--- src/rtl/cpu_types_pkg.sv ---
`default_nettype none
// +-----------------------------------------------------------------------+
// | cpu_types_pkg : shared multiply/divide op and state encodings  rev 1.0 |
// +-----------------------------------------------------------------------+
package cpu_types_pkg;

   typedef enum logic [1:0] {
      MD_MULTU = 2'b00,
      MD_MULT  = 2'b01,
      MD_DIVU  = 2'b10,
      MD_DIV   = 2'b11
   } muldiv_op_t;

   typedef enum logic [2:0] {
      IDLE = 3'd0,
      PREP = 3'd1,
      CALC = 3'd2,
      FIX  = 3'd3,
      DONE = 3'd4
   } muldiv_state_t;

   localparam int MULDIV_ITER = 32;

endpackage
`default_nettype wire

--- src/rtl/ex_muldiv_unit_if.sv ---
`default_nettype none
// +-----------------------------------------------------------------------+
// | ex_muldiv_unit_if : request/result bundle of the mul/div unit  rev 1.0 |
// +-----------------------------------------------------------------------+
interface ex_muldiv_unit_if #(
   parameter int DATA_W = 32
);
   import cpu_types_pkg::*;

   logic              start;
   muldiv_op_t        op;
   logic [DATA_W-1:0] rs_val;
   logic [DATA_W-1:0] rt_val;
   logic              flush;
   logic              stall;
   logic              busy;
   logic              done;
   logic [DATA_W-1:0] hi;
   logic [DATA_W-1:0] lo;
   logic              div0;

   modport master (
      output start, op, rs_val, rt_val, flush,
      input  stall, busy, done, hi, lo, div0
   );

   modport slave (
      input  start, op, rs_val, rt_val, flush,
      output stall, busy, done, hi, lo, div0
   );

endinterface
`default_nettype wire

--- src/rtl/muldiv_step.sv ---
`default_nettype none
// +-----------------------------------------------------------------------+
// | muldiv_step : one radix-2 shift-add / restoring shift-sub      rev 1.0 |
// +-----------------------------------------------------------------------+
module muldiv_step #(
   parameter int DATA_W = 32
)(
   input  logic              is_div_i,
   input  logic [DATA_W-1:0] acc_i,
   input  logic [DATA_W-1:0] q_i,
   input  logic [DATA_W-1:0] b_i,
   output logic [DATA_W-1:0] acc_o,
   output logic [DATA_W-1:0] q_o
);

   logic [DATA_W:0] sum;
   logic [DATA_W:0] addend;
   logic [DATA_W:0] rem;
   logic [DATA_W:0] diff;

   assign sum    = {1'b0, acc_i} + {1'b0, b_i};
   assign addend = q_i[0] ? sum : {1'b0, acc_i};
   assign rem    = {acc_i, q_i[DATA_W-1]};
   assign diff   = rem - {1'b0, b_i};

   always_comb begin
      acc_o = acc_i;
      q_o   = q_i;
      if (is_div_i) begin
         // diff MSB set means the trial subtract borrowed: restore
         acc_o = diff[DATA_W] ? rem[DATA_W-1:0] : diff[DATA_W-1:0];
         q_o   = {q_i[DATA_W-2:0], ~diff[DATA_W]};
      end else begin
         acc_o = addend[DATA_W:1];
         q_o   = {addend[0], q_i[DATA_W-1:1]};
      end
   end

endmodule
`default_nettype wire

--- src/rtl/ex_muldiv_unit.sv ---
`default_nettype none
// +-----------------------------------------------------------------------+
// | ex_muldiv_unit : iterative 32-bit MULT/MULTU/DIV/DIVU, EX stage rev 1.0|
// | MULDIV_SIGNED_EN enables signed MULT/DIV (else treated as unsigned)    |
// +-----------------------------------------------------------------------+
module ex_muldiv_unit
   import cpu_types_pkg::*;
#(
   parameter int DATA_W = 32,
   parameter int ITER   = DATA_W
)(
   input  logic           CLK,
   input  logic           RST,
   ex_muldiv_unit_if.slave bus
);

`ifdef MULDIV_SIGNED_EN
   localparam logic SIGNED_EN = 1'b1;
`else
   localparam logic SIGNED_EN = 1'b0;
`endif

   muldiv_state_t     state_q, state_d;
   logic [5:0]        cnt_q, cnt_d;
   logic [DATA_W-1:0] a_q, a_d, b_q, b_d, acc_q, acc_d, q_q, q_d;
   logic [DATA_W-1:0] hi_q, hi_d, lo_q, lo_d;
   logic              is_div_q, is_div_d, sgn_q, sgn_d;
   logic              neg_res_q, neg_res_d, neg_rem_q, neg_rem_d, div0_q, div0_d;

   logic [DATA_W-1:0]   acc_step, q_step, a_abs, b_abs, quo_s, rem_s;
   logic [2*DATA_W-1:0] prod_s;

   muldiv_step #(.DATA_W(DATA_W)) u_step (
      .is_div_i (is_div_q),
      .acc_i    (acc_q),
      .q_i      (q_q),
      .b_i      (b_q),
      .acc_o    (acc_step),
      .q_o      (q_step)
   );

   assign a_abs  = (sgn_q && a_q[DATA_W-1]) ? -a_q : a_q;
   assign b_abs  = (sgn_q && b_q[DATA_W-1]) ? -b_q : b_q;
   assign prod_s = neg_res_q ? -{acc_q, q_q} : {acc_q, q_q};
   assign quo_s  = neg_res_q ? -q_q : q_q;
   assign rem_s  = neg_rem_q ? -acc_q : acc_q;

   always_comb begin
      state_d   = state_q;
      cnt_d     = cnt_q;
      a_d       = a_q;
      b_d       = b_q;
      acc_d     = acc_q;
      q_d       = q_q;
      hi_d      = hi_q;
      lo_d      = lo_q;
      is_div_d  = is_div_q;
      sgn_d     = sgn_q;
      neg_res_d = neg_res_q;
      neg_rem_d = neg_rem_q;
      div0_d    = div0_q;
      case (state_q)
         IDLE: begin
            if (bus.start && !bus.flush) begin
               state_d  = PREP;
               a_d      = bus.rs_val;
               b_d      = bus.rt_val;
               is_div_d = bus.op[1];
               sgn_d    = SIGNED_EN & bus.op[0];
            end
         end
         PREP: begin
            acc_d     = '0;
            q_d       = a_abs;
            b_d       = b_abs;
            neg_res_d = sgn_q & (a_q[DATA_W-1] ^ b_q[DATA_W-1]);
            neg_rem_d = sgn_q & a_q[DATA_W-1];
            cnt_d     = 6'(ITER - 1);
            state_d   = CALC;
         end
         CALC: begin
            acc_d = acc_step;
            q_d   = q_step;
            cnt_d = cnt_q - 6'd1;
            if (cnt_q == 6'd0) state_d = FIX;
         end
         FIX: begin
            state_d = DONE;
            div0_d  = 1'b0;
            if (is_div_q && (b_q == '0)) begin
               lo_d   = '1;
               hi_d   = a_q;
               div0_d = 1'b1;
            end else if (is_div_q) begin
               lo_d = quo_s;
               hi_d = rem_s;
            end else begin
               hi_d = prod_s[2*DATA_W-1:DATA_W];
               lo_d = prod_s[DATA_W-1:0];
            end
         end
         DONE:    state_d = IDLE;
         default: state_d = IDLE;
      endcase
      // An abort must not disturb the architecturally visible result
      if ((state_q != IDLE) && bus.flush) begin
         state_d = IDLE;
         hi_d    = hi_q;
         lo_d    = lo_q;
         div0_d  = div0_q;
      end
   end

   always_ff @(posedge CLK) begin
      if (RST) begin
         state_q   <= IDLE;
         cnt_q     <= '0;
         a_q       <= '0;
         b_q       <= '0;
         acc_q     <= '0;
         q_q       <= '0;
         hi_q      <= '0;
         lo_q      <= '0;
         is_div_q  <= 1'b0;
         sgn_q     <= 1'b0;
         neg_res_q <= 1'b0;
         neg_rem_q <= 1'b0;
         div0_q    <= 1'b0;
      end else begin
         state_q   <= state_d;
         cnt_q     <= cnt_d;
         a_q       <= a_d;
         b_q       <= b_d;
         acc_q     <= acc_d;
         q_q       <= q_d;
         hi_q      <= hi_d;
         lo_q      <= lo_d;
         is_div_q  <= is_div_d;
         sgn_q     <= sgn_d;
         neg_res_q <= neg_res_d;
         neg_rem_q <= neg_rem_d;
         div0_q    <= div0_d;
      end
   end

   assign bus.stall = ((state_q == IDLE) && bus.start && !bus.flush) ||
                      (state_q == PREP) || (state_q == CALC) || (state_q == FIX);
   assign bus.busy  = (state_q != IDLE);
   assign bus.done  = (state_q == DONE);
   assign bus.hi    = hi_q;
   assign bus.lo    = lo_q;
   assign bus.div0  = div0_q;

endmodule
`default_nettype wire

--- src/flat_wrapper.sv ---
// flat-port wrapper written by rule: the top's interface ports become plain ports
module ex_muldiv_unit_flat import cpu_types_pkg::*;
#(
   parameter int DATA_W = 32,
   parameter int ITER   = DATA_W
)
  (CLK, RST, bus_start, bus_op, bus_rs_val, bus_rt_val, bus_flush, bus_stall, bus_busy, bus_done, bus_hi, bus_lo, bus_div0);
  ex_muldiv_unit_if #(.DATA_W(DATA_W)) bus_i ();
  input  logic CLK;
  input  logic RST;
  input wire logic [$bits(bus_i.start)-1:0] bus_start;
  input wire logic [$bits(bus_i.op)-1:0] bus_op;
  input wire logic [$bits(bus_i.rs_val)-1:0] bus_rs_val;
  input wire logic [$bits(bus_i.rt_val)-1:0] bus_rt_val;
  input wire logic [$bits(bus_i.flush)-1:0] bus_flush;
  output wire logic [$bits(bus_i.stall)-1:0] bus_stall;
  output wire logic [$bits(bus_i.busy)-1:0] bus_busy;
  output wire logic [$bits(bus_i.done)-1:0] bus_done;
  output wire logic [$bits(bus_i.hi)-1:0] bus_hi;
  output wire logic [$bits(bus_i.lo)-1:0] bus_lo;
  output wire logic [$bits(bus_i.div0)-1:0] bus_div0;
  assign bus_i.start = bus_start;
  assign bus_i.op = bus_op;
  assign bus_i.rs_val = bus_rs_val;
  assign bus_i.rt_val = bus_rt_val;
  assign bus_i.flush = bus_flush;
  assign bus_stall = bus_i.stall;
  assign bus_busy = bus_i.busy;
  assign bus_done = bus_i.done;
  assign bus_hi = bus_i.hi;
  assign bus_lo = bus_i.lo;
  assign bus_div0 = bus_i.div0;
  ex_muldiv_unit #(.DATA_W(DATA_W), .ITER(ITER)) u_core (.CLK(CLK), .RST(RST), .bus(bus_i));
endmodule
--- config.mk ---
export PLATFORM = sky130hd
export DESIGN_NAME = ex_muldiv_unit_flat
export DESIGN_NICKNAME = d
export VERILOG_FILES = /design/src/rtl/cpu_types_pkg.sv /design/src/rtl/ex_muldiv_unit_if.sv /design/src/rtl/muldiv_step.sv /design/src/rtl/ex_muldiv_unit.sv /design/src/flat_wrapper.sv
export SDC_FILE = /design/constraint.sdc
export NUM_CORES = 1
export LEC_CHECK = 0
export CAP_MARGIN = 25
export CORE_ASPECT_RATIO = 1.75
export CORE_UTILIZATION = 25
export CTS_BUF_LIST = sky130_fd_sc_hd__clkbuf_16
export CTS_CLUSTER_SIZE = 24
export DETAILED_ROUTE_END_ITERATION = 16
export GPL_ROUTABILITY_DRIVEN = 0
export PLACE_DENSITY = 0.54
export SLEW_MARGIN = 20
export SYNTH_ARGS = -nofsm -noshare
export SYNTH_HDL_FRONTEND = slang
export SYNTH_HIERARCHICAL = 1
export SYNTH_SLANG_ARGS = --single-unit
--- constraint.sdc ---
create_clock -name CLK -period 2.91 [get_ports CLK]
set_input_delay 0.582 -clock CLK [delete_from_list [all_inputs] [get_ports CLK]]
set_output_delay 0.582 -clock CLK [all_outputs]
set_load 0.01 [all_outputs]
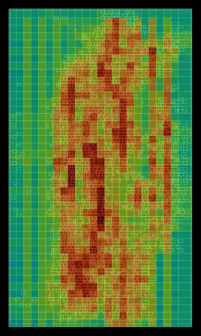
Figure 1: run 1, routing congestion map.
gr usage total: 17.9%
grt met2 use: 34.1%

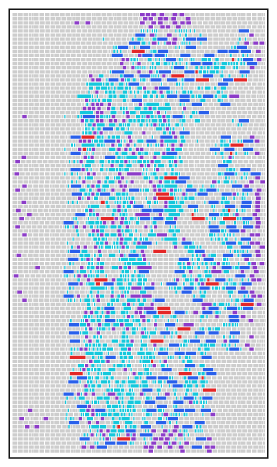
Figure 2: run 1, placed cells, one colour a class.
Scale: 1.5 px per um. Fill, decap, tap and diode cells in grey.
cyan -> remaining logic cells  # cells 1319
red -> clock drivers and dummy loads  # cells 38
blue -> registers  # cells 203
purple -> remaining buffers and delay cells  # cells 393
sequential fraction of total cell area: 23.3%
CORE AREA: 49600 sq um
cell area after layout: 17600 sq um
utilization after layout: 35.5%
row count: 108

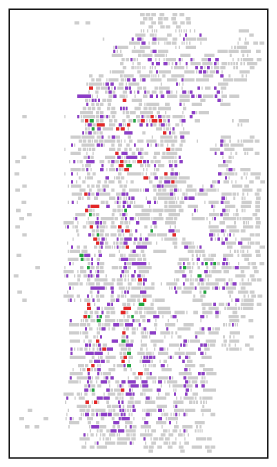
Figure 3: run 1, gate families picked out.
Scale: 1.5 px per um.
green -> and/or cells  # cells 25
purple -> aoi and oai cells  # cells 394
red -> non-inverting ao/oa cells  # cells 49
fraction of area in multi-input gates: 46.8%
Commonest Layout Cell: sky130_fd_sc_hd__nand2_1
tally of non-filler cells in the final layout: 2613

==> flow_summary.ini, run 1 <==
; yosys + openroad results
[power]
cellPowerDensity_nw_per_um2 = 453
power.total_mw = 7.97

[run_status]
failed_checks = negative setup slack
status = finished with violations

[global_routing]
vias_in_the_first_global_route = 13000
grt_start_max_net_pins = 71
antenna_found_initial = 0

[drt]
route.antenna.remaining_nets = 0
routed_via_density = 4.94
vias = 12900

[final_timing]
min_setup_slack_post_route_ps = -331
setup_violations = 33
minimum_clock_period_after_layout_ps = 3240
slew-limit-headroom_pct = 44.6
fin_hold_ws_ps = 459
unrepaired_setup_endpoints_after_global_routing = yes

[synth]
ys_chip_area_sq_um = 12500
synthCells = 1640
synth_warnings = 6
yosys-stat-cells = 1640
synth-seq-cells = 203

[clocking]
clock_tree.root_cell = sky130_fd_sc_hd__clkbuf_16
cts.hold.buffers_added = 0
cts_tree = yes

[job]
cap_violations = 0

[place]
detailed_place.area_sq_um = 16100

[layout]
final_net_count = 2077
final_layout_top_logic_cells = sky130_fd_sc_hd__nand2_1 (259), sky130_fd_sc_hd__buf_4 (241), sky130_fd_sc_hd__nor2_1 (185)
area.combinational_sq_um = 8230

[floorplan]
die_x_um = 171

[worst_setup_path]
critPathSlowestCell = sky130_fd_sc_hd__dfxtp_4
cp_top_family = AND-OR/OR-AND gates
-- run 1: worst min path at each step --
stage,from,end,slack [ps],depth (start not counted)
floorplan,u_core/is_div_q,u_core/is_div_q,440,2
global placement,u_core/bus.div0,u_core/bus.div0,450,2
detailed placement,u_core/bus.div0,u_core/bus.div0,450,2
CTS,u_core/bus.div0,u_core/bus.div0,460,2
global route,u_core/a_q[18],u_core/a_q[18],490,2
finish,u_core/bus.div0,u_core/bus.div0,460,2
-- run 1: where the power goes --
part	internal, mW	switching, mW	total, mW	leakage, nW
combinational	0.952	1.09	2.04	4.86
clock	1.61	1.27	2.88	0.354
sequential	2.91	0.136	3.04	1.66
total	5.47	2.50	7.97	6.87
-- run 1: area by class of cell --
cell class / count / share of cell area, %
clock buffers: 23 / 3.27
clock inverters: 15 / 0.754
inverters: 65 / 1.39
multi-input cells: 1254 / 46.8
flip-flops and latches: 203 / 23.3
well taps: 660 / 4.69
repair buffers: 393 / 19.8
-- run 1: tightest hold or removal path, stage by stage (launching register included) --
cell and delay (ps):
sky130_fd_sc_hd__dfxtp_1 310, sky130_fd_sc_hd__nand2_1 50, sky130_fd_sc_hd__a21oi_1 50
-- run 1: cells by family (layout without fill, tap and decap cells) --
logic type / Yosys count / after routing / synth area share, %
adder cells (fa/ha/maj): 68 / 68 / 6.91
AND-OR/OR-AND: 443 / 443 / 23.8
AND/OR/NAND/NOR: 632 / 632 / 21.9
buffers and inverters: 183 / 496 / 6.34
XOR/XNOR: 53 / 53 / 3.70
multiplexers: 58 / 58 / 4.93
flip-flops: 203 / 203 / 32.4
-- run 1: per-layer routing --
metal	track usage (%)	vias up	share of wire (%)
met5	0	-	0
met4	8.21	0	4.6
met3	1.17	100	3.0
met2	34.1	293	53
met1	19.6	6083	39
li1	-	6424	-
-- run 1: sequential cells by signal, summed over array words and instances, names as in the netlist --
| register | cells |
|---|---|
| u_core/is_div_q | 1 |
| u_core/acc_q | 32 |
| u_core/state_q | 3 |
| u_core/b_q | 32 |
| u_core/cnt_q | 6 |
| u_core/bus.div0 | 1 |
| u_core/q_q | 32 |
| u_core/bus.hi | 32 |
| u_core/bus.lo | 32 |
| u_core/a_q | 32 |
-- run 1: cell usage after synthesis, types with 30 or more instances --
cell,count,area share [%]
sky130_fd_sc_hd__a211oi_1,55,3.3
sky130_fd_sc_hd__a21oi_1,146,5.8
sky130_fd_sc_hd__a311oi_1,35,2.4
sky130_fd_sc_hd__buf_2,32,1.3
sky130_fd_sc_hd__clkbuf_1,71,2.1
sky130_fd_sc_hd__dfxtp_1,203,32
sky130_fd_sc_hd__ha_1,66,6.6
sky130_fd_sc_hd__inv_1,64,1.9
sky130_fd_sc_hd__mux2_2,30,2.7
sky130_fd_sc_hd__nand2_1,263,7.9
sky130_fd_sc_hd__nor2_1,189,5.7
sky130_fd_sc_hd__nor3_1,81,3.2
sky130_fd_sc_hd__o21ai_0,35,1.4
sky130_fd_sc_hd__o22ai_1,31,1.5
sky130_fd_sc_hd__xnor2_1,35,2.4
-- run 1: repair_timing --
item | 4_1_cts | 5_1_grt
endpoints found under the setup margin | 33 | 34
gates resized | 56 | 40
cloned | 3 | 0
setup buffers | 20 | 6
pin swaps | 51 | 48
==> run 1 -> run 2 <==
--- a/config.mk
+++ b/config.mk
@@ -9,10 +9,9 @@
 export CORE_ASPECT_RATIO = 1.75
 export CORE_UTILIZATION = 25
 export CTS_BUF_LIST = sky130_fd_sc_hd__clkbuf_16
-export CTS_CLUSTER_SIZE = 24
 export DETAILED_ROUTE_END_ITERATION = 16
 export GPL_ROUTABILITY_DRIVEN = 0
-export PLACE_DENSITY = 0.54
+export PLACE_DENSITY = 0.53
 export SLEW_MARGIN = 20
 export SYNTH_ARGS = -nofsm -noshare
 export SYNTH_HDL_FRONTEND = slang
==> constraint.sdc (replaced) <==
create_clock -name CLK -period 3.8 [get_ports CLK]
set_input_delay 0.76 -clock CLK [delete_from_list [all_inputs] [get_ports CLK]]
set_output_delay 0.76 -clock CLK [all_outputs]
set_load 0.01 [all_outputs]
==> run 2 against run 1 <==
The run now ends clean. Worst setup slack better by 570 ps. Critical path depth is the same. Synthesized area unchanged. First-iteration DRC count down 9.2%. Flip-flop count unchanged. Critical path type unchanged. Largest cell class unchanged.
==> flow_summary.ini, run 2 <==
; yosys + openroad results
[run_status]
status = finished, final reports clean

[power]
cellPowerDensity_nw_per_um2 = 382
power.total_mw = 5.99

[min_path]
min_to = u_core/bus.div0
whs_path_depth = 2
timing.hold.worst.start = u_core/bus.div0

[layout]
layout_top_cell_excl_fill_tap = sky130_fd_sc_hd__nand2_1

[final_timing]
slew-limit-headroom_pct = 44.8
unrepaired_setup_endpoints_after_global_routing = no
setup_violations = 0
minimum_clock_period_after_layout_ps = 3560

[synth]
synth-seq-cells = 203
synth.area.top_cells = sky130_fd_sc_hd__dfxtp_1 (32%), sky130_fd_sc_hd__nand2_1 (7.9%), sky130_fd_sc_hd__ha_1 (6.6%)
ys_chip_area_sq_um = 12500
synth_warnings = 6
synthCells = 1640

[drt]
vias = 12200
route.antenna.remaining_nets = 0

[floorplan]
die_x_um = 171
floorplan.rows = 108
fp.coreArea_sq_um = 49600

[global_routing]
grt_util_all_layers_pct = 16.7
vias_in_the_first_global_route = 12100

[clocking]
clock_tree.root_cell = sky130_fd_sc_hd__clkbuf_16

[worst_setup_path]
critPathSlowestCell = sky130_fd_sc_hd__fa_1
cp_top_family = AND-OR/OR-AND gates

[job]
cap_violations = 0
## run 2: worst max-delay path by stage
stage,to,slack [ps],start,cells past startpoint
detailed placement,u_core/acc_q[30],200,u_core/b_q[1],15
global placement,u_core/acc_q[30],160,u_core/b_q[2],15
global route,u_core/acc_q[30],20,u_core/b_q[2],15
CTS,u_core/acc_q[30],150,u_core/b_q[2],15
finish,u_core/acc_q[26],240,u_core/b_q[0],15
floorplan,u_core/q_q[0],690,u_core/b_q[9],14
## run 2: routing by layer
| layer | wire length (um) | share of wire (%) |
|---|---|---|
| met1 | 17200 | 40 |
| met2 | 23000 | 53 |
| met3 | 1600 | 3.7 |
| met4 | 1560 | 3.6 |
| met5 | 0 | 0 |
## run 2: layout make-up
class	count	area, sq um	share of cell area [%]
Clock inverter	15	231	1.48
Inverter	65	244	1.56
Multi-Input combinational cell	1254	7700	49.2
Sequential cell	203	4070	26.0
Tap cell	660	826	5.27
Timing Repair Buffer	214	2050	13.1
Clock buffer	22	551	3.51
## run 2: logic make-up after synthesis
logic type | after synthesis | synth area share (%)
multiplexers | 58 | 4.93
flip-flops | 203 | 32.4
AND/OR/NAND/NOR | 632 | 21.9
XOR/XNOR | 53 | 3.70
buffers and inverters | 183 | 6.34
AND-OR/OR-AND | 443 | 23.8
adder cells (fa/ha/maj) | 68 | 6.91
## run 2: stage by stage
step	area, sq um	utilization, %
global placement	14900	30.0
finish	15700	31.6
global route	15700	31.6
floorplan	12500	-
CTS	15700	31.6
detailed placement	14900	30.0
## run 2: worst reg2reg max path, cell delays in order (launching register included)
cell and delay, ps:
sky130_fd_sc_hd__dfxtp_1 320, sky130_fd_sc_hd__buf_4 150, sky130_fd_sc_hd__ha_1 250, sky130_fd_sc_hd__fa_1 420, sky130_fd_sc_hd__nand2b_1 190, sky130_fd_sc_hd__a21oi_1 200, sky130_fd_sc_hd__o31a_1 260, sky130_fd_sc_hd__a21bo_2 240
sky130_fd_sc_hd__a211o_1 210, sky130_fd_sc_hd__a21o_1 150, sky130_fd_sc_hd__and3_1 230, sky130_fd_sc_hd__buf_12 220, sky130_fd_sc_hd__nand3_1 180, sky130_fd_sc_hd__a32oi_1 260, sky130_fd_sc_hd__a22oi_2 100, sky130_fd_sc_hd__nor2_1 120
## run 2: report_power, final
group | internal (mW) | switching [mW] | leakage (nW) | total [mW]
logic | 0.532 | 0.701 | 3.83 | 1.23
registers | 2.23 | 0.115 | 1.65 | 2.34
clock network | 1.46 | 0.952 | 0.378 | 2.41
## run 2: repair_timing
action	4_1_cts	5_1_grt
hold buffers	0	0
endpoints found under the hold margin	0	0
setup buffers	0	2
setup endpoints to repair	0	2
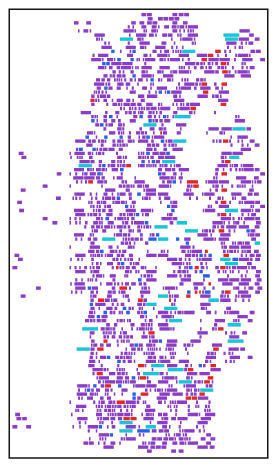
Figure 4: run 2, cell sizes after repair.
Scale: 1.5 px per um.
red -> x2  # cells 57, share 3.2%
cyan -> x6 and larger  # cells 37, share 2.1%
blue -> x3 and x4  # cells 78, share 4.4%
purple -> x1 and smaller  # cells 1601, share 90%
synthesis-to-layout area growth: 25.0%
min setup slack post-route: 238 ps
cell area after layout: 15700 sq um
Non-CTS buffers: 214

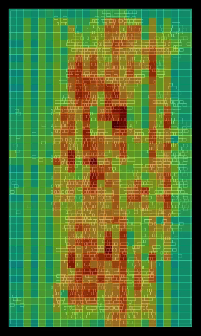
Figure 5: run 2, routing congestion map.
wire per inst: 17.8 um
GR Layer Usage met3: 1.43%
grt met2 use: 31.7%
global-route track usage on met1: 18.7%

Power figures rest on the tool's default switching activity, not on a simulated workload.
